<file path="config.mk">
export PLATFORM = sky130hd
export DESIGN_NAME = wdata_chan_subo
export DESIGN_NICKNAME = d
export VERILOG_FILES = /design/src/rtl/wdata_chan_subo.sv
export SDC_FILE = /design/constraint.sdc
export NUM_CORES = 1
export LEC_CHECK = 0
export CAP_MARGIN = 20
export CORE_ASPECT_RATIO = 0.8
export CORE_MARGIN = 2
export CORE_UTILIZATION = 30
export CTS_CLUSTER_SIZE = 10
export DETAILED_ROUTE_END_ITERATION = 12
export DONT_BUFFER_PORTS = 1
export PLACE_DENSITY = 0.4
export SYNTH_ARGS = -nofsm -noshare
export SYNTH_HDL_FRONTEND = slang
export SYNTH_SLANG_ARGS = --single-unit
</file>
<file path="constraint.sdc">
create_clock -name clk -period 2.23 [get_ports clk]
set_input_delay 0.223 -clock clk [delete_from_list [all_inputs] [get_ports clk]]
set_output_delay 0.223 -clock clk [all_outputs]
set_load 0.01 [all_outputs]
</file>
<file path="src/rtl/wdata_chan_subo.sv">
// Write-data channel subordinate: accepts a burst of write beats after a request,
// issues one memory write per beat and pulses finish_swd when the burst completes.
module wdata_chan_subo #(
  parameter int LENW = 8
) (
  input  logic            clk,
  input  logic            rst_n,
  input  logic            reqc_s_valid,
  input  logic [31:0]     reqc_s_addr,
  input  logic [LENW-1:0] reqc_s_len,
  input  logic            wvalid,
  output logic            wready,
  input  logic [31:0]     wdata,
  input  logic [3:0]      wstrb,
  input  logic            wlast,
  output logic            mem_we,
  output logic [31:0]     mem_addr,
  output logic [31:0]     mem_wdata,
  output logic [3:0]      mem_be,
  output logic            finish_swd,
  output logic            wlast_err,
  output logic            busy
);

  typedef enum logic [1:0] {
    IDLE   = 2'b00,
    DATA   = 2'b01,
    FINISH = 2'b10,
    TRAP   = 2'b11
  } state_t;

  state_t          state_reg;
  state_t          state_next;
  logic [31:0]     addr_reg;
  logic [LENW-1:0] cnt_reg;
  logic            wlast_err_reg;
  logic            beat;
  logic            last_beat;

  assign beat      = wvalid && wready;
  assign last_beat = (cnt_reg == '0);

  // rst_n is active-high despite its name
  always_ff @(posedge clk or posedge rst_n) begin
    if (rst_n) begin
      state_reg <= IDLE;
    end else begin
      state_reg <= state_next;
    end
  end

  always_comb begin
    state_next = TRAP;
    case (state_reg)
      IDLE:    state_next = reqc_s_valid ? DATA : IDLE;
      DATA:    state_next = (beat && last_beat) ? FINISH : DATA;
      FINISH:  state_next = IDLE;
      default: state_next = TRAP;
    endcase
  end

  always_comb begin
    wready     = 1'b0;
    finish_swd = 1'b0;
    busy       = 1'b1;
    case (state_reg)
      IDLE:    busy = 1'b0;
      DATA:    wready = 1'b1;
      FINISH:  finish_swd = 1'b1;
      default: busy = 1'b1;
    endcase
  end

  // The beat count decides burst length; wlast only feeds the error flag.
  always_ff @(posedge clk or posedge rst_n) begin
    if (rst_n) begin
      addr_reg      <= '0;
      cnt_reg       <= '0;
      wlast_err_reg <= 1'b0;
    end else begin
      case (state_reg)
        IDLE: begin
          if (reqc_s_valid) begin
            addr_reg      <= reqc_s_addr;
            cnt_reg       <= reqc_s_len;
            wlast_err_reg <= 1'b0;
          end
        end
        DATA: begin
          if (beat) begin
            addr_reg <= addr_reg + 32'd4;
            cnt_reg  <= cnt_reg - LENW'(1);
            if (wlast != last_beat) begin
              wlast_err_reg <= 1'b1;
            end
          end
        end
        default: ;
      endcase
    end
  end

  assign mem_we    = beat;
  assign mem_addr  = {addr_reg[31:2], 2'b00};
  assign mem_wdata = wdata;
  assign mem_be    = wstrb;
  assign wlast_err = wlast_err_reg;

endmodule
</file>
==> results.txt <==
leakage -> 1.245 nW
initial antenna violation count -> 0
DRC errors left -> 9
fin. max-slew vios -> 0
placed cell area -> 2860 um2
r2r setup slk -> 0.26 ns
multi-input gate count -> 252
Setup crit start -> addr_reg[6]
clock root buffer -> clkbuf_16
sw frac -> 0.4429
CTS tree -> built
finished layout cell area -> 3028 um2
Critical Path Start Type -> register
Max-Slew Margin vs Limit -> 0.3892
Seq share, synth -> 0.3593
post-route minimum period -> 1.967 ns
worst hold margin -> 0.05993 ns
Comb area share -> 0.4798
number of enable flip-flop cells -> 0
full die area -> 10320 um2
Power Clock -> 0.000779 W
initial DRC count -> 122
Yosys warnings -> 0
Reg power frac -> 0.389
main power-consuming group -> combinational cells
vias in the first global route -> 2545
Flop+latch power -> 0.00157 W
CTS H-tree lvls -> 2
clock slew at reported path FFs -> 0.06 ns
Crit-path slowest cell -> dfrtp_1
total power -> 0.004032 W
Antenna Nets Post-Route -> 0
Vias -> 2464
Worst EP arrival -> 2.17 ns
Adder Share, Synth -> 0.008764
maximum vdd drop -> 0.3709 mV
Hold Path Sink -> addr_reg[2]
outcome -> finished with violations
layout cells sized above 1 -> 0.1458
Setup WS pre-CTS -> 0.2181 ns
worst clock skew -> 0.004575 ns
OpenROAD warnings -> 28
RD Place Congestion -> 0.7552
synthesis-to-layout area growth -> 6.047%
YS chip area -> 2855 um2
flop share of the area -> 0.3388
seq_cells -> 41
HP Start -> reqc_s_addr[2]
clock tree buffer depth -> 2
critical path endpoint category -> register
clkbuf count -> 7
slowest cell delay on critical path -> 0.48 ns
comb area leader -> simple AND/OR/NAND/NOR gates
RSZ-0062 raised after global routing -> false
Cell Type Count -> 52
Peak Freq -> 0.5084 GHz
WHS Path Cells -> 2
Seq cells post-synth -> 41
Slew @ Worst Pin -> 0.9106 ns
fin worst setup slack -> 0.2632 ns
Top class by area -> logic gates
Init Core Util -> 0.3119
Non-clock buffers -> 27
Signal buf overhead -> 0.07190
crit-path cells -> nand2_1 -> or2_2 -> nor4_4 -> nand3_1 -> a211oi_2
cell count after synthesis -> 357
Logic pwr share -> 0.418
yosys cell count -> 357
Comb. pwr -> 0.00169 W
register area -> 1026 um2
hold crit path type -> in2reg
final wirelength -> 8492 um
filler cell count -> 991
MaxCap Viol Count -> 0
Core Area -> 9154 um2
Clk pwr share -> 0.193
global-route usage over all layers -> 0.1708
Comb area -> 1453 um2
CTS buffer count -> 5
post-CTS setup buffer count -> 0
commonest non-fill, non-tap cell in the layout -> nand2_1
setup TNS -> 0 ns
io pins -> 154
Hold-fix buffers, CTS -> 1
top cells by area -> dfrtp_1 36%, buf_4 10%, a21oi_1 6.0%
main flop type -> dfrtp_1
Mapped Area -> 2855 um2
crit path buf inv count -> 0
FF-to-FF path depth -> 5
cell type with the largest total area -> dfrtp_1
Post-layout nets -> 418
Via density -> 5.463
Pre-antenna DRT Iters -> 9
placed insts -> 442
num tapcells -> 115
xor/xnor share -> 0.003067
most numerous logic cells after layout -> 42 x nand2_1, 41 x dfrtp_1, 34 x a21oi_1
Non-Filler Instances -> 451
Antenna Cells -> 0
asr flop ratio synth -> 1.000
total gr overflow -> 0
nonclk inv count -> 8
Syn Area/Cell -> 7.998 um2
Net Sw Power -> 0.001786 W
WP depth -> 5
mux share -> 0.01753
Max FO, Critical Path -> 7
pin count of the biggest net entering global routing -> 33
cycle use final -> 0.8820
CP top delay family -> simple AND/OR/NAND/NOR gates
# clock sinks -> 41
first-pass GRT wire length -> 14030 um
worst r2r dst -> addr_reg[28]
post-CTS resize count -> 0
crit path to -> addr_reg[28]
area share, top type -> 0.3593
failing checks -> DRC
max FFs per register -> 30
-- cells in the mapped netlist (6+ instances only) --
library cell / number
o21ai_0: 20
o22ai_1: 13
nand3_1: 11
or3_1: 7
buf_4: 38
inv_1: 7
a21oi_1: 34
nand2_1: 42
clkbuf_1: 16
nor2_1: 31
a22oi_1: 6
dfrtp_1: 41
nor3_1: 13
nand4_1: 13
-- layer usage --
metal | vias up | GRT usage | share of wire
met5 | - | 0 | 0
met4 | 0 | 0.04675 | 0.0068
met3 | 8 | 0.04940 | 0.079
met2 | 72 | 0.2515 | 0.43
met1 | 1172 | 0.2429 | 0.48
li1 | 1212 | - | -
Figure 1. Routing congestion map.
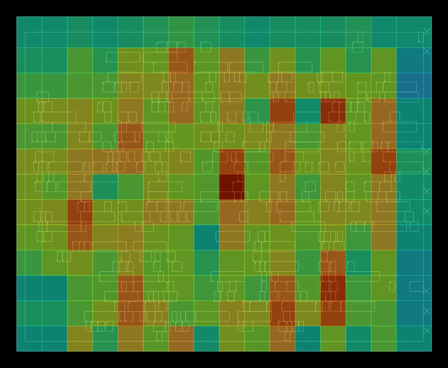
drt wl/cell: 18.83 um
Final Util: 0.3308

Figure 2. Ports around the boundary.
Pins as bars across the die edge, other pins in gray.
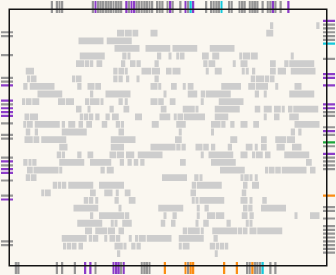
Purple is `mem_addr`, pins 32, direction output, edge 9 left, 9 top, 8 right, 6 bottom. Orange is `reqc_s_len`, pins 8, direction input, edge 7 bottom, 1 right. Cyan is `mem_be`, pins 4, direction output, edge 2 top, 1 bottom, 1 right. Green is `wlast`, pins 1, direction input, edge right.
All pins by edge: 60 top, 37 right, 33 bottom, 24 left.
Port Buffers: 0
Die X: 113.1 um
die height: 91.26 um

Figure 3. Metal layers overlaid.
Two of the layers only.
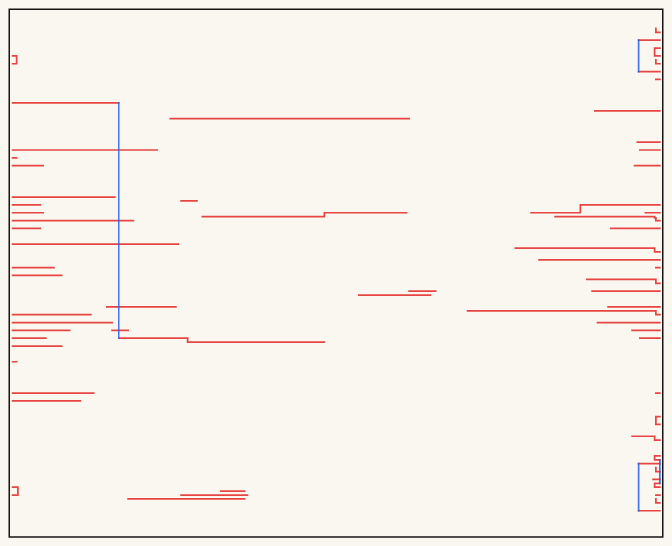
Red is metal 3, wire length 670 um. Blue is metal 4, wire length 58.5 um.

Figure 4. Sequential cells colored by netlist name.
Other sequential cells in the stronger gray, the rest of the logic in the fainter gray.
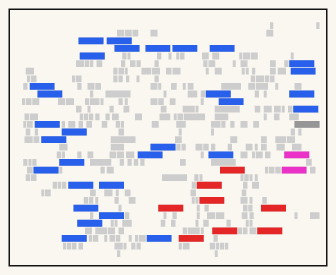
Magenta is `state_reg`, flops 2. Red is `cnt_reg`, flops 8. Blue is `addr_reg`, flops 30, where all over the die.

Power is estimated from default activity; no workload was simulated.
